**config.mk**
```make
export PLATFORM = sky130hd
export DESIGN_NAME = paddle_btn_encoder
export DESIGN_NICKNAME = d
export VERILOG_FILES = /design/src/rtl/paddle_pkg.sv /design/src/rtl/btn_debounce.sv /design/src/rtl/paddle_btn_encoder.sv
export SDC_FILE = /design/constraint.sdc
export NUM_CORES = 1
export LEC_CHECK = 0
export ABC_AREA = 1
export CAP_MARGIN = 20
export CORE_MARGIN = 2
export CORE_UTILIZATION = 43
export DETAILED_ROUTE_END_ITERATION = 12
export GPL_TIMING_DRIVEN = 0
export SYNTH_ARGS = -nofsm -noshare
export SYNTH_HDL_FRONTEND = slang
export SYNTH_SLANG_ARGS = --single-unit
```
**constraint.sdc**
```tcl
create_clock -name clk -period 1.8 [get_ports clk]
set_input_delay 0.45 -clock clk [delete_from_list [all_inputs] [get_ports clk]]
set_output_delay 0.45 -clock clk [all_outputs]
set_load 0.02 [all_outputs]
```
**src/rtl/paddle_pkg.sv**
```systemverilog
// Shared direction/state encodings for the paddle button path and the paddle position block.
// Command and state codes are identical so a state can be driven straight onto btn/dir.
package paddle_pkg;

  typedef enum logic [1:0] {
    DIR_NONE = 2'b00,
    DIR_POS  = 2'b01,
    DIR_NEG  = 2'b10
  } dir_t;

  typedef enum logic [1:0] {
    ST_IDLE = 2'b00,
    ST_POS  = 2'b01,
    ST_NEG  = 2'b10,
    ST_BOTH = 2'b11
  } btn_state_t;

  // Up maps to NEG (decrease y), down maps to POS (increase y).
  function automatic btn_state_t pair_to_state(input logic up, input logic dn);
    return btn_state_t'({up, dn});
  endfunction

endpackage

```
**src/rtl/btn_debounce.sv**
```systemverilog
// Two-flop synchronizer plus debounce counter for one raw button.
// Latency: a level stable from edge k is accepted at edge k+1+DEBOUNCE_CYCLES; no backpressure.
module btn_debounce #(
  parameter int DEBOUNCE_CYCLES = 500000,
  parameter int CNT_W           = 20
) (
  input  logic clk,
  input  logic rst,
  input  logic btn_raw,
  output logic btn_db
);

  localparam logic [CNT_W-1:0] CNT_LAST = CNT_W'(DEBOUNCE_CYCLES - 1);

  logic             sync1_q, sync1_d;
  logic             sync2_q, sync2_d;
  logic             db_q, db_d;
  logic [CNT_W-1:0] cnt_q, cnt_d;

  always_comb begin
    sync1_d = btn_raw;
    sync2_d = sync1_q;
    db_d    = db_q;
    cnt_d   = '0;
    // Any cycle agreeing with the accepted level restarts the stability count.
    if (sync2_q != db_q) begin
      if (cnt_q == CNT_LAST) begin
        db_d = sync2_q;
      end else begin
        cnt_d = cnt_q + 1'b1;
      end
    end
  end

  always_ff @(posedge clk) begin
    if (rst) begin
      sync1_q <= 1'b0;
      sync2_q <= 1'b0;
      db_q    <= 1'b0;
      cnt_q   <= '0;
    end else begin
      sync1_q <= sync1_d;
      sync2_q <= sync2_d;
      db_q    <= db_d;
      cnt_q   <= cnt_d;
    end
  end

  assign btn_db = db_q;

endmodule

```
**src/rtl/paddle_btn_encoder.sv**
```systemverilog
// Raw up/down buttons to one-cycle paddle step commands; outputs one cycle after debounced level, no backpressure.
// Build option PADDLE_BTN_AUTOREPEAT_EN: repeat steps every REPEAT_CYCLES while a direction is held.
module paddle_btn_encoder
  import paddle_pkg::*;
#(
  parameter int DEBOUNCE_CYCLES = 500000,
  parameter int REPEAT_CYCLES   = 833333,
  parameter int CNT_W           = 20
) (
  input  logic       clk,
  input  logic       rst,
  input  logic       btn_up_raw,
  input  logic       btn_dn_raw,
  output logic [1:0] btn,
  output logic [1:0] dir
);

  if (DEBOUNCE_CYCLES < 1 || REPEAT_CYCLES < 1) begin : g_bad_cycles
    $error("paddle_btn_encoder: DEBOUNCE_CYCLES and REPEAT_CYCLES must be >= 1");
  end
  if (CNT_W < 1 || CNT_W > 31 || (DEBOUNCE_CYCLES - 1) >= (1 << CNT_W)
      || (REPEAT_CYCLES - 1) >= (1 << CNT_W)) begin : g_bad_width
    $error("paddle_btn_encoder: CNT_W too narrow for the cycle counts");
  end

  logic db_up, db_dn;

  btn_debounce #(.DEBOUNCE_CYCLES(DEBOUNCE_CYCLES), .CNT_W(CNT_W)) u_db_up (
    .clk     (clk),
    .rst     (rst),
    .btn_raw (btn_up_raw),
    .btn_db  (db_up)
  );

  btn_debounce #(.DEBOUNCE_CYCLES(DEBOUNCE_CYCLES), .CNT_W(CNT_W)) u_db_dn (
    .clk     (clk),
    .rst     (rst),
    .btn_raw (btn_dn_raw),
    .btn_db  (db_dn)
  );

  btn_state_t state_q, state_d;
  logic [1:0] btn_q, btn_d;
  logic [1:0] dir_q, dir_d;
  logic       step;

`ifdef PADDLE_BTN_AUTOREPEAT_EN
  localparam logic [CNT_W-1:0] RCNT_LAST = CNT_W'(REPEAT_CYCLES - 1);
  logic [CNT_W-1:0] rcnt_q, rcnt_d;
`endif

  always_comb begin
    state_d = pair_to_state(db_up, db_dn);
    btn_d   = DIR_NONE;
    dir_d   = DIR_NONE;
    step    = 1'b0;
`ifdef PADDLE_BTN_AUTOREPEAT_EN
    rcnt_d  = '0;
`endif
    case (state_d)
      ST_POS, ST_NEG: begin
        dir_d = state_d;
        // A change of state, including a direct POS/NEG swap, is an entry.
        if (state_q != state_d) begin
          step = 1'b1;
`ifdef PADDLE_BTN_AUTOREPEAT_EN
        end else if (rcnt_q == RCNT_LAST) begin
          step = 1'b1;
        end else begin
          rcnt_d = rcnt_q + 1'b1;
`endif
        end
      end
      default: ;
    endcase
    if (step) begin
      btn_d = state_d;
    end
  end

  always_ff @(posedge clk) begin
    if (rst) begin
      state_q <= ST_IDLE;
    end else begin
      state_q <= state_d;
    end
  end

  always_ff @(posedge clk) begin
    if (rst) begin
      btn_q  <= DIR_NONE;
      dir_q  <= DIR_NONE;
`ifdef PADDLE_BTN_AUTOREPEAT_EN
      rcnt_q <= '0;
`endif
    end else begin
      btn_q  <= btn_d;
      dir_q  <= dir_d;
`ifdef PADDLE_BTN_AUTOREPEAT_EN
      rcnt_q <= rcnt_d;
`endif
    end
  end

  assign btn = btn_q;
  assign dir = dir_q;

endmodule

```
==> flow_summary.yaml <==
# physical design summary
run_status:
  result_of_the_run: "finished clean"
setup_path:
  setup.reg_to_reg.worst_slack_ns: 0.18
  timing.critical_path.depth: 1
  cp-end-kind: "output port"
final_timing:
  hold_viol: 0
  rsz_0062_raised_after_global_routing: "no"
logic_synthesis:
  synthDistinctLibCells: 29
  synth_sequential_area_ratio_pct: 41.64
  ys_area_um2: 2500
  topCellsByArea: "dfxtp_1 42%, nor2_1 16%, nand2_1 13%"
finish:
  largest_class: "multi-input combinational cells"
  final_cell_mix: "106 x nor2_1, 85 x nand2_1, 52 x dfxtp_1"
  layout.nets: 398
  n_fill_cell: 570
  mostFrequentLayoutCell: "nor2_1"
power_and_ir_drop:
  power_frac_seq_pct: 61.2
  netSwitchingFraction_pct: 23.06
  internal-power_mw: 1.456
global_routing:
  grt_start_max_net_pins: 19
worst_hold_path:
  hold_path_end: "u_db_dn.sync2_q$_SDFF_PP0_"
place:
  buffer_ports.inserted: 7
  dp.final_hpwl_mm: 3.823
  dpl-instance-area_um2: 2660
run:
  maxCapViolations: 0
clock_tree:
  cts.reportedPaths.clkPinSlew_ns: 0.10
floorplanning:
  tapcell.inserted: 72
drt:
  routed_via_density: 4.716
==> metrics by stage <==
step | util [%] | hold slack (ns) | instances | setup WS [ns]
floorplan | - | 0.3883 | 375 | 0.4211
CTS | 49.43 | 0.4101 | 462 | 0.08597
global placement | 47.72 | 0.3918 | 454 | -0.1294
global route | 49.83 | 0.4382 | 465 | 0.01285
detailed placement | 47.72 | 0.3962 | 454 | -0.1321
finish | 49.83 | 0.4069 | 465 | 0.1072
==> cell families (layout without fill, tap and decap cells) <==
family / Yosys count / in the layout / synth area share, %
flops: 52 / 52 / 41.64
compound gates: 24 / 24 / 6.056
fa+ha+maj: 2 / 2 / 1.001
xor+xnor: 16 / 16 / 5.605
buf+inv: 49 / 67 / 7.858
simple gates: 232 / 232 / 37.84
Figure 1. Cell classes on the final placement.
(3 px per um)
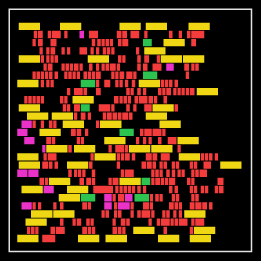
Key: green = clock drivers and dummy loads [cells 8]; red = combinational and other logic [cells 319]; yellow = sequential cells [cells 52]; magenta = remaining buffers and delay cells [cells 14]
area of all placed cells without fillers: 2778 um2
CORE AREA: 5574 um2

Figure 2. Where the registers sit.
(8 px per um) Other sequential cells in the stronger grey, the rest of the logic in the fainter grey.
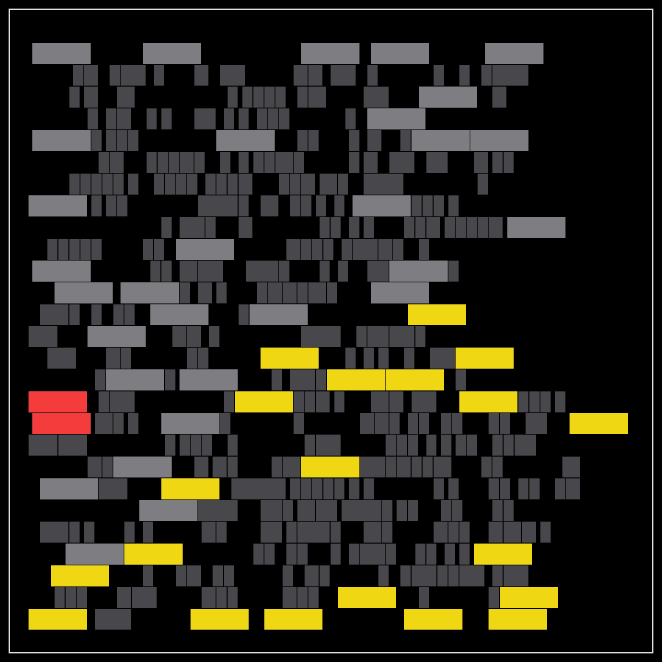
Key: yellow = `u_db_up.cnt_q` [placed flops 20]; red = `btn` [placed flops 2]
Another 30 sequential cells are not coloured.
Post-Route Utilization: 49.83%
Register Area: 1041 um2
sequential portion of the cell area: 37.48%

Figure 3. Signal wires on met3.
(4 px per um)
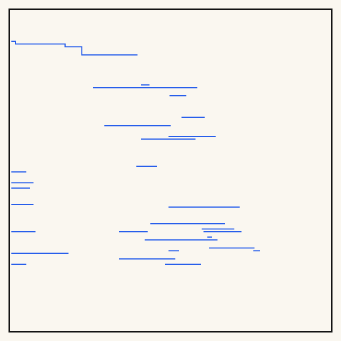
The layer holds 5.5% of the routed length. 24 nets have wire on it. The wires run mostly horizontal. The layer carries 275 um of wire.
routed vias: 2,193
aggregate routed wire length: 5.042 mm
GRT met3 Usage: 4.270%

